`config.mk`:
```
export PLATFORM = sky130hd
export DESIGN_NAME = clarvi_dmem_arbiter
export DESIGN_NICKNAME = d
export VERILOG_FILES = /design/src/rtl/clarvi_dmem_arbiter.sv
export SDC_FILE = /design/constraint.sdc
export NUM_CORES = 1
export LEC_CHECK = 0
export CAP_MARGIN = 40
export CORE_AREA = 2 2 89 91
export CTS_CLUSTER_SIZE = 14
export DETAILED_ROUTE_END_ITERATION = 10
export DIE_AREA = 0 0 91 93
export GPL_TIMING_DRIVEN = 1
export PLACE_DENSITY = 0.72
export SETUP_SLACK_MARGIN = 0.02
export SKIP_CTS_REPAIR_TIMING = 1
export SLEW_MARGIN = 20
export SYNTH_ARGS = -nofsm -noshare
export SYNTH_HDL_FRONTEND = slang
export SYNTH_SLANG_ARGS = --single-unit
```
`constraint.sdc`:
```
create_clock -name clock -period 2.7 [get_ports clock]
set_input_delay 0.81 -clock clock [delete_from_list [all_inputs] [get_ports clock]]
set_output_delay 0.81 -clock clock [all_outputs]
set_load 0.02 [all_outputs]
```
`src/rtl/clarvi_dmem_arbiter.sv`:
```
// Two-requester arbiter for the shared word-addressed data memory port, with locked
// multi-beat ownership and tagged read return. Define DMEM_ARB_ROUND_ROBIN_EN for round-robin collisions.
module clarvi_dmem_arbiter #(
    parameter int DATA_ADDR_WIDTH = 14
) (
    input  logic                       clock,
    input  logic                       reset,

    input  logic [DATA_ADDR_WIDTH-1:0] rq0_address,
    input  logic [3:0]                 rq0_byte_enable,
    input  logic                       rq0_read_enable,
    input  logic                       rq0_write_enable,
    input  logic [31:0]                rq0_write_data,
    input  logic                       rq0_lock,
    output logic                       rq0_wait,
    output logic                       rq0_read_valid,

    input  logic [DATA_ADDR_WIDTH-1:0] rq1_address,
    input  logic [3:0]                 rq1_byte_enable,
    input  logic                       rq1_read_enable,
    input  logic                       rq1_write_enable,
    input  logic [31:0]                rq1_write_data,
    input  logic                       rq1_lock,
    output logic                       rq1_wait,
    output logic                       rq1_read_valid,

    output logic [31:0]                read_data,
    output logic [DATA_ADDR_WIDTH-1:0] mem_address,
    output logic [3:0]                 mem_byte_enable,
    output logic                       mem_read_enable,
    output logic                       mem_write_enable,
    output logic [31:0]                mem_write_data,
    input  logic [31:0]                mem_read_data
);

    localparam logic [1:0] FREE = 2'd0;
    localparam logic [1:0] OWN0 = 2'd1;
    localparam logic [1:0] OWN1 = 2'd2;

    logic [1:0] state_q, state_d;
    logic       pending_q, pending_d;
    logic       owner_q, owner_d;
    logic       req0, req1, rd0, rd1;
    logic       grant0, grant1;
    logic       pick1;

    assign req0 = rq0_read_enable | rq0_write_enable;
    assign req1 = rq1_read_enable | rq1_write_enable;
    // A simultaneous write and read is treated as a write only.
    assign rd0  = rq0_read_enable & ~rq0_write_enable;
    assign rd1  = rq1_read_enable & ~rq1_write_enable;

`ifdef DMEM_ARB_ROUND_ROBIN_EN
    logic last_grant_q, last_grant_d;

    assign pick1        = ~last_grant_q;
    assign last_grant_d = (state_q == FREE && (grant0 || grant1)) ? grant1 : last_grant_q;

    always_ff @(posedge clock) begin
        if (reset) last_grant_q <= 1'b0;
        else       last_grant_q <= last_grant_d;
    end
`else
    assign pick1 = 1'b0;
`endif

    always_comb begin
        // NOTE: every always_comb output gets a default first so no path infers a latch.
        grant0 = 1'b0;
        grant1 = 1'b0;
        if (!reset) begin
            case (state_q)
                FREE: begin
                    if (req0 && req1) begin
                        grant1 = pick1;
                        grant0 = ~pick1;
                    end else begin
                        grant0 = req0;
                        grant1 = req1;
                    end
                end
                OWN0:    grant0 = req0;
                OWN1:    grant1 = req1;
                default: ;
            endcase
        end
    end

    always_comb begin
        state_d = state_q;
        case (state_q)
            FREE: begin
                if (grant0 && rq0_lock)      state_d = OWN0;
                else if (grant1 && rq1_lock) state_d = OWN1;
            end
            OWN0:    if (grant0 && !rq0_lock) state_d = FREE;
            OWN1:    if (grant1 && !rq1_lock) state_d = FREE;
            default: state_d = FREE;
        endcase
    end

    assign pending_d = (grant0 & rd0) | (grant1 & rd1);
    assign owner_d   = pending_d ? grant1 : owner_q;

    always_comb begin
        mem_address      = '0;
        mem_byte_enable  = '0;
        mem_write_data   = '0;
        mem_read_enable  = 1'b0;
        mem_write_enable = 1'b0;
        if (grant1) begin
            mem_address      = rq1_address;
            mem_byte_enable  = rq1_byte_enable;
            mem_write_data   = rq1_write_data;
            mem_read_enable  = rd1;
            mem_write_enable = rq1_write_enable;
        end else if (grant0) begin
            mem_address      = rq0_address;
            mem_byte_enable  = rq0_byte_enable;
            mem_write_data   = rq0_write_data;
            mem_read_enable  = rd0;
            mem_write_enable = rq0_write_enable;
        end
    end

    // Gating with reset keeps all handshakes quiet while reset is held.
    assign rq0_wait       = req0 & ~grant0 & ~reset;
    assign rq1_wait       = req1 & ~grant1 & ~reset;
    assign rq0_read_valid = pending_q & ~owner_q & ~reset;
    assign rq1_read_valid = pending_q &  owner_q & ~reset;
    assign read_data      = mem_read_data;

    always_ff @(posedge clock) begin
        // NOTE: sequential state uses non-blocking assignments so all registers update together.
        if (reset) begin
            state_q   <= FREE;
            pending_q <= 1'b0;
            owner_q   <= 1'b0;
        end else begin
            state_q   <= state_d;
            pending_q <= pending_d;
            owner_q   <= owner_d;
        end
    end

endmodule

```
==> Slide: Implementation Results, run 1 <==
Run Summary

Run
  – Total of max-cap violations: 0
  – Number of warnings in the stage logs: 27

Global routing
  – Via count of the first global-routing pass: roughly 1.5k
  – Largest net degree at the start of global routing: 31
  – Global-route wire length before repair: 7638 um
  – GR Util met2: about a fifth
  – Global Route met1 Usage: 12.52%

Yosys
  – Main flop type: dfxtp_1
  – Cell with the most instances after synthesis: a22o_1
  – Yosys warns: 0
  – Registers, synthesis: 4
  – Cell variety after synth: 23
  – Sequential cell area fraction in the yosys report: 7.758%
  – Comb area leader: AND-OR/OR-AND gates
  – Xor+xnor area frac: 0%
  – Post-synth top cells: a22o_1 (50), buf_4 (32), clkbuf_1 (6), nor2_1 (6), buf_6 (5)
  – Mux share: 0%
  – Syn Area/Cell: around 8.2 um^2
  – Cell area leaders: a22o_1 (42%), buf_4 (23%), dfxtp_1 (7.8%)

Clocking
  – H-tree depth: 1
  – CTS root buf: clkbuf_8
  – Clock latency at the later pin of the worst-skew pair: 0.21 ns
  – Maximum clock insertion buffer count: 2
  – Cts bufs inserted: 3

Route
  – Number of antenna-violating nets in the routed design: 0
  – Final wirelength: about 6200 um
  – Via count: 1646
  – Met1 wire length: 2368 um
  – First-pass DRT Iterations: 4
  – Post-DR vias/cell: 4.275
  – DR DRC count: 0

Setup path
  – R2R Setup Slk: roughly 1.3 ns
  – Worst Path Max Fanout: 7
  – Worst Setup SP: rq0_write_enable
  – CP Cell Sequence: buf_6, o21ba_4, nor4_4, buf_6, buf_6, clkbuf_16, a22o_1, buf_6
  – Most frequent CP cell: buf_6
  – Worst Setup End Kind: output pin
  – Critical R2R Capture: state_q[1]$_SDFFE_PP0P_
  – Crit-path slowest cell: nor4_4
  – Worst setup SP type: input pin
  – Crit path to: mem_address[12]
  – CP Data Arrival Time: around 2.0 ns

Power and ir drop
  – Clock group share of total power: between 15 and 20%
  – Power share of the combinational group: approximately three quarters
  – Reg power frac: under 10%
  – Psw: 225.3 uW
  – Comb pwr: 529 uW
  – Seq group: 64.6 uW
  – P_int: 489.7 uW
  – Switching share of power: between 30% and 40%
  – Clock network power consumption: 121 uW
  – Leak pwr: ~0.0013 uW
  – Tot Pwr: 715.1 uW

Layout
  – Sequential cell area: 80.08 um^2
  – FF+latch count: 4
  – # diodes: 0
  – Nets: 425
  – Layout clock area frac: 1.379%
  – Most instantiated logic cell after routing: clkdlybuf4s50_1
  – Clkbuf count: 3
  – Most frequent cells in the layout: clkdlybuf4s50_1 (102), buf_6 (64), a22o_1 (50), buf_4 (14), dlymetal6s2s_1 (6)
  – Multi-input combinational area share: 21.60%
  – NonClk Buf Share: between 60% and 70%
  – Seq area share: ~2.7%
  – Top flop regs: state_q: 2 flops, owner_q: 1 flops, pending_q: 1 flops
  – Fillers: 773
  – Top reg by flops: state_q

Floorplanning
  – Init Core Util: 13.71%
  – N_taps: 102
  – Die area: 8463 um^2
  – Ports: between 200 and 250
  – Width of the chip: 91 um
  – Rows: 32
  – Chip height: 93 um

Final timing
  – Setup ws final: -0.1535 ns
  – Min Tclk post-route: between 2 and 3 ns
  – Crit share post-route: 105.7%
  – Final-report setup violation count: 30
  – Fmax: 350.4 MHz
  – Count of final hold-check violations: 0
  – WHS: 0.4748 ns

Place
  – Dpl cells: roughly 360
  – Placed cell area: 2586 um^2
  – DP HPWL: between 4000 and 5000 um

Status
  – Failing checks: setup timing
  – Status: finished, violations left

Worst hold path
  – WHS Path Cells: 2
  – Min-Delay Path Class: register to register
  – Hold Path End: owner_q$_SDFFE_PP0P_
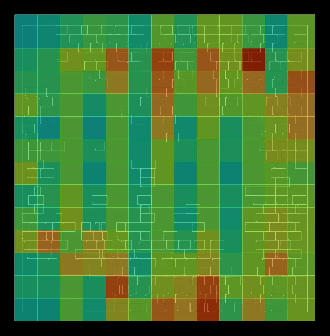
Fig. 1. Routing congestion (run 1).
met3 usage: 4.674%
GR peak layer: met2
Tot GR Track Use: 11.09%
Final Util: 39.78%

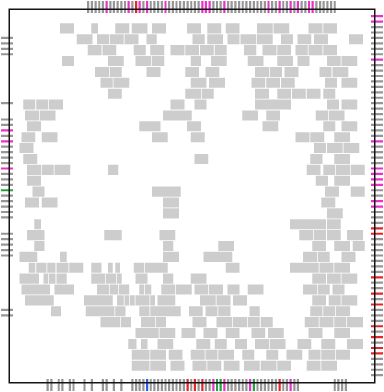
Fig. 2. Pin map (run 1).
Drawn at 4 px/um. Pins as bars across the die edge, other pins in grey.
| port | colour | pins | direction | edge |
|---|---|---|---|---|
| `rq0_byte_enable` | green | 4 | input | 3 bottom, 1 left |
| `rq0_write_enable` | blue | 1 | input | bottom |
| `rq0_write_data` | magenta | 32 | input | 15 top, 10 right, 4 bottom, 3 left |
| `rq1_address` | red | 14 | input | 9 right, 4 bottom, 1 top |

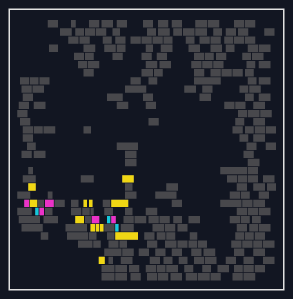
Fig. 3. Gate-type map (run 1).
Drawn at 3 px/um.
| family | colour | cells |
|---|---|---|
| inverters | cyan | 3 |
| inverting AOI/OAI gates | magenta | 5 |
| NOR gates | yellow | 12 |

## Run 2: what changed since run 1
Clock period 2.7 ns to 3.2 ns, I/O delays scaled along.
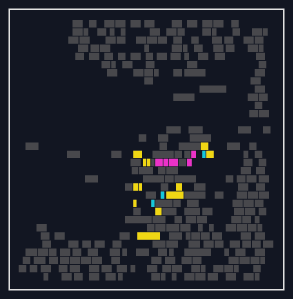
Fig. 4. Gate-type map (run 2).
Drawn at 3 px/um.
| family | colour | cells |
|---|---|---|
| inverting AOI/OAI gates | magenta | 5 |
| inverters | cyan | 3 |
| NOR gates | yellow | 12 |

==> Slide: Implementation Results, run 2 <==
Run Summary

Status
  – Status: complete, no violations

Clocking
  – Maximum clock insertion buffer count: 2
  – H-tree depth: 1
  – Cts bufs inserted: 3
  – CTS root buf: clkbuf_8
  – Clock latency at the later pin of the worst-skew pair: 0.21 ns
  – CTS tree: yes
  – Clk slew on worst S/H paths: 0.03 ns

Global routing
  – Overflow after GRT: 0
  – Via count of the first global-routing pass: 1539
  – Largest net degree at the start of global routing: 31
  – Tot GR Track Use: a little under an eighth
  – Global-route wire length before repair: 7955 um
  – GR peak layer: met2
  – Global Route met1 Usage: 13.28%

Setup path
  – CP Data Arrival Time: around 2.2 ns
  – Worst Setup SP: reset
  – Crit path to: mem_write_data[16]
  – CP peak stage delay: 0.37 ns
  – Worst Setup End Kind: output pin
  – Worst setup SP type: input pin
  – Crit-path slowest cell: nor4_4
  – Worst Path Max Fanout: 6
  – Critical R2R Capture: owner_q$_SDFFE_PP0P_
  – CP Cell Sequence: dlymetal6s2s_1, nor4_4, buf_6, clkbuf_16, a22o_1, buf_4
  – Critical path depth: 6
  – R2R Setup Slk: 1.87 ns

Yosys
  – Aoi share: between 40% and 50%
  – Yosys warns: 0
  – Sequential cell area fraction in the yosys report: 7.758%
  – Cell with the most instances after synthesis: a22o_1
  – Yosys Chip Area: 1032 um^2
  – Synth Cell Area: 1032 um^2
  – Xor+xnor area frac: 0%
  – Registers, synthesis: 4
  – Comb area leader: AND-OR/OR-AND gates
  – Main flop type: dfxtp_1
  – Syn Area/Cell: just over 8 um^2
  – Yosys cell count: ~130
  – Adder-Cell Fraction of Synth Area: 0%
  – Post-synth top cells: a22o_1 (50), buf_4 (32), clkbuf_1 (6), nor2_1 (6), buf_6 (5)
  – Synth Instances: 126
  – Cell area leaders: a22o_1 (42%), buf_4 (23%), dfxtp_1 (7.8%)
  – Cell variety after synth: 23
  – Mux share: 0%
  – Max-area cell share: 42.42%
  – Basic Gates by Area: 11.64%

Final timing
  – Fmax: around 320 MHz
  – Crit share post-route: 98.02%
  – Final-report setup violation count: 0
  – Count of final hold-check violations: 0
  – Slew headroom: 76.43%
  – Max-slew violation count: 0
  – WHS: 0.4681 ns
  – Setup TNS: 0 ns
  – Setup ws final: 0.06347 ns
  – Min Tclk post-route: 3.137 ns

Layout
  – Logic area: roughly 650 um^2
  – Layout clock area frac: 1.546%
  – Max reg flops: 2
  – Sequential cell area: around 80 um^2
  – Nets: 414
  – Most instantiated logic cell after routing: clkdlybuf4s50_1
  – Clkbuf count: 3
  – Fillers: 819
  – Largest cell class by area: non-clock buffers
  – Top flop regs: state_q: 2 flops, owner_q: 1 flops, pending_q: 1 flops
  – # diodes: 0
  – NonClk Buf Share: 66.09%
  – Top reg by flops: state_q
  – Seq area share: 2.998%
  – Most frequent cells in the layout: clkdlybuf4s50_1 (102), a22o_1 (50), buf_4 (30), buf_2 (24), dlymetal6s2s_1 (10)
  – Multi-input combinational area share: 24.17%
  – FF+latch count: 4

Place
  – Dpl cells: ~360
  – Placed cell area: 2603 um^2
  – Number of port buffers: ~160
  – DP HPWL: 4537 um

Power and ir drop
  – Switching share of power: 32.99%
  – Tot Pwr: 538.3 uW
  – Comb pwr: roughly 380 uW
  – Power share of the combinational group: 70.6%
  – Reg power frac: 10.2%
  – P_int: 360.8 uW
  – Psw: ~180 uW
  – Clock group share of total power: about a fifth
  – Clock network power consumption: 103 uW
  – Max IR drop VDD: between 0.00008 and 0.00009 V
  – Seq group: 54.7 uW
  – Leak pwr: 0.001264 uW

Run
  – Number of warnings in the stage logs: 27
  – Total of max-cap violations: 0

Floorplanning
  – Core box area: between 7000 and 8000 um^2
  – Init Core Util: 13.71%
  – N_taps: 102
  – Width of the chip: 91 um
  – Chip height: about 93 um
  – Rows: 32
  – Die area: roughly 8500 um^2
  – Ports: 228

Worst hold path
  – Min-Delay Path Class: register to register
  – WHS Path Cells: 2
  – HP Start: owner_q$_SDFFE_PP0P_
  – Hold Path End: owner_q$_SDFFE_PP0P_

Route
  – DRT iter0 DRCs: 38
  – DR DRC count: 0
  – First-pass DRT Iterations: 4
  – Final wirelength: between 5000 and 6000 um
  – Number of antenna-violating nets in the routed design: 0
  – Met1 wire length: 2456 um
  – Post-DR vias/cell: 4.233
  – Via count: 1583
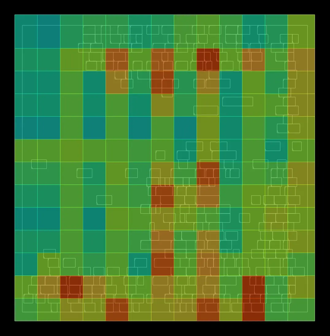
Fig. 5. Routing congestion (run 2).
GR Util met2: 19.81%
Final Util: 35.49%
met3 usage: 5.721%

No activity file was given, so power comes from the tool's default toggle rates.
